[src/rtl/mcu_pkg.sv]
// -----------------------------------------------------------------------------
// mcu_pkg
// Shared constants and types for the MCU front end.
//   PROG_AW       : program address width (fetch PC width)
//   INST_DW       : instruction width
//   FIFO_DEPTH    : default prefetch queue depth (power of two, >= 2)
//   pf_state_e    : prefetch FSM state encoding (IDLE, FETCH, FULL, FLUSH)
// -----------------------------------------------------------------------------
package mcu_pkg;

  localparam int PROG_AW    = 5;
  localparam int INST_DW    = 8;
  localparam int FIFO_DEPTH = 4;

  typedef enum logic [1:0] {
    IDLE  = 2'd0,  // held in reset, leaves on the first edge after release
    FETCH = 2'd1,  // issuing ROM reads while queue slots are free
    FULL  = 2'd2,  // every slot is either queued or in flight
    FLUSH = 2'd3   // one dead cycle after a redirect
  } pf_state_e;

endpackage

[src/rtl/inst_prefetch_if.sv]
// -----------------------------------------------------------------------------
// inst_prefetch_if
// Bus bundle around the instruction prefetch stage.
//   ROM side        : prom_rd, prom_addr (to ROM), prom_data (from ROM, one
//                     cycle after prom_rd is sampled)
//   Controller side : ld, redirect, redirect_addr (to prefetch),
//                     inst_valid, inst_out, inst_pc (from prefetch)
// Modports:
//   master : the prefetch stage itself
//   slave  : the surrounding ROM + pipeline controller
// -----------------------------------------------------------------------------
interface inst_prefetch_if #(
  parameter int AW = mcu_pkg::PROG_AW,
  parameter int DW = mcu_pkg::INST_DW
);

  logic          redirect;
  logic [AW-1:0] redirect_addr;
  logic          prom_rd;
  logic [AW-1:0] prom_addr;
  logic [DW-1:0] prom_data;
  logic          ld;
  logic          inst_valid;
  logic [DW-1:0] inst_out;
  logic [AW-1:0] inst_pc;

  modport master (
    input  redirect, redirect_addr, prom_data, ld,
    output prom_rd, prom_addr, inst_valid, inst_out, inst_pc
  );

  modport slave (
    output redirect, redirect_addr, prom_data, ld,
    input  prom_rd, prom_addr, inst_valid, inst_out, inst_pc
  );

endinterface

[src/rtl/fetch_fifo.sv]
// -----------------------------------------------------------------------------
// fetch_fifo
// Synchronous instruction queue for the prefetch stage.
//   clk, reset      : clock, asynchronous active-high reset
//   flush_i         : drop all entries (pointers and count to zero)
//   push_i          : write push_data_i (and push_pc_i) at the tail
//   pop_i           : advance the head; caller guarantees non-empty
//   count_o         : number of queued entries (0..DEPTH)
//   head_data_o     : head instruction, read straight from the entry registers
//   head_pc_o       : head address (only with PREFETCH_PC_TAG_EN)
// Build option: `define PREFETCH_PC_TAG_EN adds an AW-bit PC field per entry.
// Push and pop in the same cycle are legal even when full.
// -----------------------------------------------------------------------------
module fetch_fifo #(
  parameter int DEPTH = mcu_pkg::FIFO_DEPTH,
  parameter int DW    = mcu_pkg::INST_DW
`ifdef PREFETCH_PC_TAG_EN
  ,
  parameter int AW    = mcu_pkg::PROG_AW
`endif
) (
  input  logic                     clk,
  input  logic                     reset,
  input  logic                     flush_i,
  input  logic                     push_i,
  input  logic [DW-1:0]            push_data_i,
`ifdef PREFETCH_PC_TAG_EN
  input  logic [AW-1:0]            push_pc_i,
  output logic [AW-1:0]            head_pc_o,
`endif
  input  logic                     pop_i,
  output logic [$clog2(DEPTH):0]   count_o,
  output logic [DW-1:0]            head_data_o
);

  localparam int PW = $clog2(DEPTH);
  localparam int CW = PW + 1;

  logic [DW-1:0] data_q [DEPTH];
`ifdef PREFETCH_PC_TAG_EN
  logic [AW-1:0] pc_q   [DEPTH];
`endif
  logic [PW-1:0] wr_ptr_q;
  logic [PW-1:0] rd_ptr_q;
  logic [CW-1:0] count_q;

  // NOTE: sequential state is assigned with <= so every register samples the
  // pre-edge values of its inputs, independent of statement order.
  always_ff @(posedge clk or posedge reset) begin
    if (reset) begin
      wr_ptr_q <= '0;
      rd_ptr_q <= '0;
      count_q  <= '0;
      // NOTE: the entry array is reset here only because the head output must
      // read 0 out of reset; a larger queue would gate the output instead.
      for (int i = 0; i < DEPTH; i++) begin
        data_q[i] <= '0;
`ifdef PREFETCH_PC_TAG_EN
        pc_q[i]   <= '0;
`endif
      end
    end else if (flush_i) begin
      // Entry contents are left stale; count_o == 0 marks them invalid.
      wr_ptr_q <= '0;
      rd_ptr_q <= '0;
      count_q  <= '0;
    end else begin
      if (push_i) begin
        data_q[wr_ptr_q] <= push_data_i;
`ifdef PREFETCH_PC_TAG_EN
        pc_q[wr_ptr_q]   <= push_pc_i;
`endif
        wr_ptr_q         <= wr_ptr_q + PW'(1);
      end
      if (pop_i) begin
        rd_ptr_q <= rd_ptr_q + PW'(1);
      end
      count_q <= count_q + CW'(push_i) - CW'(pop_i);
    end
  end

  assign count_o     = count_q;
  assign head_data_o = data_q[rd_ptr_q];
`ifdef PREFETCH_PC_TAG_EN
  assign head_pc_o   = pc_q[rd_ptr_q];
`endif

endmodule

[src/rtl/inst_prefetch.sv]
// -----------------------------------------------------------------------------
// inst_prefetch
// Instruction prefetch stage between the registered program ROM and the
// pipeline controller. Walks a fetch PC, issues one ROM read per cycle while
// queue slots are free, and queues returned instructions for the controller.
//   clk, reset : single clock, asynchronous active-high reset
//   bus        : inst_prefetch_if.master
//                prom_rd/prom_addr -> ROM, prom_data <- ROM (one cycle later)
//                ld pops the head; inst_valid/inst_out/inst_pc show the head
//                redirect/redirect_addr flush the queue and restart fetch
// Build option: `define PREFETCH_PC_TAG_EN to report the head address on
// inst_pc; otherwise inst_pc is tied to 0.
// -----------------------------------------------------------------------------
module inst_prefetch #(
  parameter int DEPTH = mcu_pkg::FIFO_DEPTH,
  parameter int AW    = mcu_pkg::PROG_AW,
  parameter int DW    = mcu_pkg::INST_DW
) (
  input  logic            clk,
  input  logic            reset,
  inst_prefetch_if.master bus
);

  import mcu_pkg::*;

  localparam int CW = $clog2(DEPTH) + 1;

  pf_state_e     state_q;
  logic [AW-1:0] fetch_pc_q;
  logic          inflight_q;   // a ROM read was issued last cycle
  logic          kill_q;       // response arriving this cycle belongs to a flushed stream

  logic [CW-1:0] count;
  logic [CW-1:0] occ;          // slots committed now: queued + in flight
  logic [CW-1:0] count_after;
  logic [CW-1:0] occ_next;     // slots committed after this edge
  logic          issue;
  logic          push;
  logic          pop;

  // A redirect cycle never issues, never accepts a response and never pops:
  // the flush at the edge overrides all three.
  assign issue = (state_q == FETCH) && (occ < CW'(DEPTH)) && !bus.redirect;
  assign push  = inflight_q && !kill_q && !bus.redirect;
  assign pop   = bus.ld && bus.inst_valid && !bus.redirect;

  // Slot accounting deliberately ignores a same-cycle pop when deciding to
  // issue; one queued entry plus one in flight still sustains a pop per cycle.
  // NOTE: every signal in this block is assigned on every pass, so no latch
  // can be inferred.
  always_comb begin
    occ         = count + CW'(inflight_q);
    count_after = count + CW'(push) - CW'(pop);
    occ_next    = count_after + CW'(issue);
  end

  always_ff @(posedge clk or posedge reset) begin
    if (reset) begin
      state_q    <= IDLE;
      fetch_pc_q <= '0;
      inflight_q <= 1'b0;
      kill_q     <= 1'b0;
    end else begin
      inflight_q <= issue;
      kill_q     <= bus.redirect;
      if (bus.redirect) begin
        state_q    <= FLUSH;
        fetch_pc_q <= bus.redirect_addr;
      end else begin
        // Wraps modulo 2^AW with no indication.
        if (issue) begin
          fetch_pc_q <= fetch_pc_q + AW'(1);
        end
        unique case (state_q)
          IDLE:    state_q <= FETCH;
          FETCH:   if (occ_next >= CW'(DEPTH)) state_q <= FULL;
          FULL:    if (occ_next <  CW'(DEPTH)) state_q <= FETCH;
          FLUSH:   state_q <= FETCH;
          default: state_q <= IDLE;
        endcase
      end
    end
  end

`ifdef PREFETCH_PC_TAG_EN
  // The in-flight read was issued from the previous fetch_pc; a redirect in
  // between would have killed the response, so fetch_pc - 1 is its address.
  logic [AW-1:0] push_pc;
  assign push_pc = fetch_pc_q - AW'(1);
`endif

  fetch_fifo #(
    .DEPTH (DEPTH),
    .DW    (DW)
`ifdef PREFETCH_PC_TAG_EN
    ,
    .AW    (AW)
`endif
  ) u_fifo (
    .clk         (clk),
    .reset       (reset),
    .flush_i     (bus.redirect),
    .push_i      (push),
    .push_data_i (bus.prom_data),
`ifdef PREFETCH_PC_TAG_EN
    .push_pc_i   (push_pc),
    .head_pc_o   (bus.inst_pc),
`endif
    .pop_i       (pop),
    .count_o     (count),
    .head_data_o (bus.inst_out)
  );

  assign bus.prom_rd    = issue;
  assign bus.prom_addr  = fetch_pc_q;
  assign bus.inst_valid = (count != '0);
`ifndef PREFETCH_PC_TAG_EN
  assign bus.inst_pc    = '0;
`endif

endmodule
[src/flat_wrapper.sv]
// flat-port wrapper written by rule: the top's interface ports become plain ports
module inst_prefetch_flat import mcu_pkg::*;
#(
  parameter int DEPTH = mcu_pkg::FIFO_DEPTH,
  parameter int AW    = mcu_pkg::PROG_AW,
  parameter int DW    = mcu_pkg::INST_DW
)
  (clk, reset, bus_redirect, bus_redirect_addr, bus_prom_data, bus_ld, bus_prom_rd, bus_prom_addr, bus_inst_valid, bus_inst_out, bus_inst_pc);
  inst_prefetch_if #(.AW(AW), .DW(DW)) bus_i ();
  input  logic clk;
  input  logic reset;
  input wire logic [$bits(bus_i.redirect)-1:0] bus_redirect;
  input wire logic [$bits(bus_i.redirect_addr)-1:0] bus_redirect_addr;
  input wire logic [$bits(bus_i.prom_data)-1:0] bus_prom_data;
  input wire logic [$bits(bus_i.ld)-1:0] bus_ld;
  output wire logic [$bits(bus_i.prom_rd)-1:0] bus_prom_rd;
  output wire logic [$bits(bus_i.prom_addr)-1:0] bus_prom_addr;
  output wire logic [$bits(bus_i.inst_valid)-1:0] bus_inst_valid;
  output wire logic [$bits(bus_i.inst_out)-1:0] bus_inst_out;
  output wire logic [$bits(bus_i.inst_pc)-1:0] bus_inst_pc;
  assign bus_i.redirect = bus_redirect;
  assign bus_i.redirect_addr = bus_redirect_addr;
  assign bus_i.prom_data = bus_prom_data;
  assign bus_i.ld = bus_ld;
  assign bus_prom_rd = bus_i.prom_rd;
  assign bus_prom_addr = bus_i.prom_addr;
  assign bus_inst_valid = bus_i.inst_valid;
  assign bus_inst_out = bus_i.inst_out;
  assign bus_inst_pc = bus_i.inst_pc;
  inst_prefetch #(.DEPTH(DEPTH), .AW(AW), .DW(DW)) u_core (.clk(clk), .reset(reset), .bus(bus_i));
endmodule
[config.mk]
export PLATFORM = sky130hd
export DESIGN_NAME = inst_prefetch_flat
export DESIGN_NICKNAME = d
export VERILOG_FILES = /design/src/rtl/mcu_pkg.sv /design/src/rtl/inst_prefetch_if.sv /design/src/rtl/fetch_fifo.sv /design/src/rtl/inst_prefetch.sv /design/src/flat_wrapper.sv
export SDC_FILE = /design/constraint.sdc
export NUM_CORES = 1
export LEC_CHECK = 0
export CAP_MARGIN = 20
export CORE_AREA = 2 2 81 83
export CTS_CLUSTER_SIZE = 20
export DETAILED_ROUTE_END_ITERATION = 7
export DIE_AREA = 0 0 83 85
export PLACE_DENSITY = 0.63
export SETUP_SLACK_MARGIN = 0.15
export SYNTH_ARGS = -nofsm -noshare
export SYNTH_HDL_FRONTEND = slang
export SYNTH_SLANG_ARGS = --single-unit
[constraint.sdc]
create_clock -name clk -period 7.76 [get_ports clk]
set_clock_uncertainty 0.1 [all_clocks]
set_input_delay 1.552 -clock clk [delete_from_list [all_inputs] [get_ports clk]]
set_output_delay 1.552 -clock clk [all_outputs]
set_load 0.005 [all_outputs]
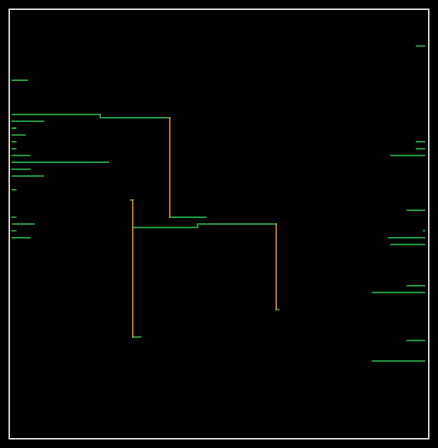
Figure 1: metal layers overlaid.
Only two layers are drawn.
| color | layer | wire length |
|---|---|---|
| orange | metal 4 | 63.9 µm |
| green | metal 3 | 183 µm |

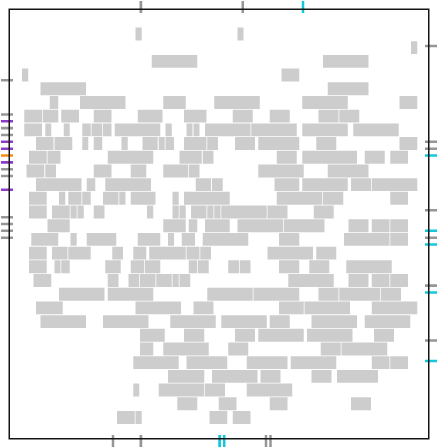
Figure 2: ports around the boundary.
Pins as bars across the die edge, other pins in gray.
| color | port | pins | direction | edge |
|---|---|---|---|---|
| orange | `bus_redirect` | 1 | input | west |
| cyan | `bus_prom_data` | 8 | input | 5 east, 2 south, 1 north |
| purple | `bus_prom_addr` | 5 | output | west |
all pins by edge: 16 west, 12 east, 6 south, 3 north
Chip Width: 83 µm
I/O Buffers: 31
DIE HEIGHT: 85 µm

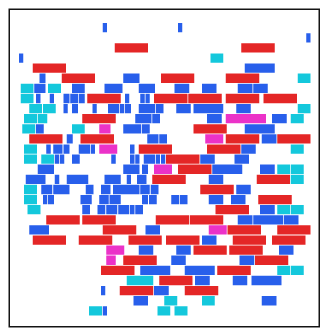
Figure 3: placement by cell class.
| color | class | cells |
|---|---|---|
| red | sequential cells | 48 |
| blue | combinational and other logic | 123 |
| cyan | remaining buffers and delay cells | 33 |
| magenta | clock drivers and dummy loads | 8 |

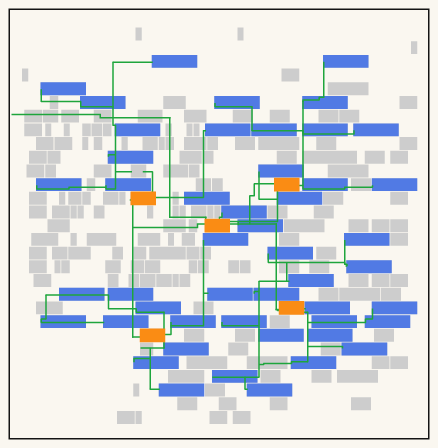
Figure 4: clock wires, drivers and flops.
[green] clock wires | length: 587 µm
[blue] flip-flops | count: 48
[orange] clock drivers | count: 5
routed clock nets: 6
Clock Latency Late Sink: 300 ps
clock network fraction of total power: 0.214
P_clk: 0.000185 W

==> impl_metrics.csv <==
group,metric,value,unit
synth,edf_count,0,
grt,antenna_found_initial,0,
finish,seq_area_frac,0.419,
synth,mux_share,0.239,
synth,synth.logic.top_family,"multiplexers",
worst_setup_path,crit_family,"buffers and inverters",
finish,syn_to_final_growth,20.1,%
power_and_ir_drop,pwr-share-comb,0.364,
finish,buf_share,0.118,
clock_network,cts_made_buffers,5,
synth,yosys_area,2390,µm²
synth,yosysUniqueCellTypes,36,
floorplan,core,6200,µm²
worst_setup_path,crit_chain,"clkdlybuf4s50_1 > nor2b_1 > clkdlybuf4s50_1",
clock_network,postCtsResizedCells,0,
power_and_ir_drop,power_sequential,0.000366,W
floorplan,fp-utilization,0.385,
finish,clkbuf_count,5,
grt,grt_use_met1,0.168,
route,route.met3.wl,182,µm
finish,largest_reg_flops,32,
power_and_ir_drop,comb_power,0.000314,W
timing,rsz0062_at_grt,"false",
finish,comb_area,1090,µm²
grt,grt-ovfl-total,0,
synth,syn_area_per_cell,13.3,µm²
floorplan,n_tap_cell,77,
route,drt_iter0_markers,49,
finish,n_all_inverters,8,
finish,largest_class,"registers",
finish,nFlopsAndLatches,48,
grt,grt_pass1_wl,7250,µm
worst_setup_path,cp_slowest_cell,"clkdlybuf4s50_1",
clock_network,cts_buffer_depth,2,
job,warnings,29,
worst_setup_path,crit_fanout,2,
timing,fin_tns_setup,0,ps
route,dr.max_layer_used,"met4",
synth,synthTopCellsByArea,"dfrtp_1 (50%), mux2_1 (15%), mux4_2 (7.5%)",
worst_setup_path,crit_cells,3,
worst_setup_path,crit_top_cell,"clkdlybuf4s50_1",
route,dr.pass1.iters,4,
timing,fin_crit_sh,0.551,
hold_path,hold_path_depth,1,
clock_network,cts.clk_slew.worst_paths,90,ps
place,hpwl,2890,µm
clock_network,cts_max_level,2,
hold_path,hp-class,"flop to flop",
finish,final_cell_mix,"dfrtp_1 (48), mux2_1 (32), clkdlybuf4s50_1 (31)",
finish,clkCellAreaFrac,0.0401,
worst_setup_path,cpPeakStageDelay,520,ps
synth,yosys.area.top_type_share,0.503,
outcome,outcome,"finished, final reports clean",
worst_setup_path,path_class,"primary input to output port",
finish,antenna_cells,0,
synth,yosysMostFrequentCell,"dfrtp_1",
hold_path,worstHoldEndpoint,"u_core.u_fifo.data_q[14]",
timing,worst_slack,3480,ps
synth,ff_type,"dfrtp_1",
route,dr_wl_met2,2020,µm
worst_setup_path,path_buffers,2,
finish,sh_comb_area,0.379,
finish,final_cell_area,2870,µm²
timing,final_hold_viol_count,0,
route,avgRoutedWirePerCell,14.8,µm
clock_network,cts_tree,"done",
hold_path,worstHoldStart,"u_core.u_fifo.data_q[14]",
finish,postLayoutCoreUtil,0.462,
floorplan,rows,29,
timing,relSlewSlack,0.584,
grt,grt_use_total,0.131,
power_and_ir_drop,seqPwrFrac,0.423,
synth,synth.top_cells.by_count,"dfrtp_1 (48), mux2_1 (32), buf_4 (9)",
worst_setup_path,r2r_slack,4760,ps
route,ant_nets,0,
power_and_ir_drop,power_leader,"sequential cells",
Power figures rest on the tool's default switching activity, not on a simulated workload.
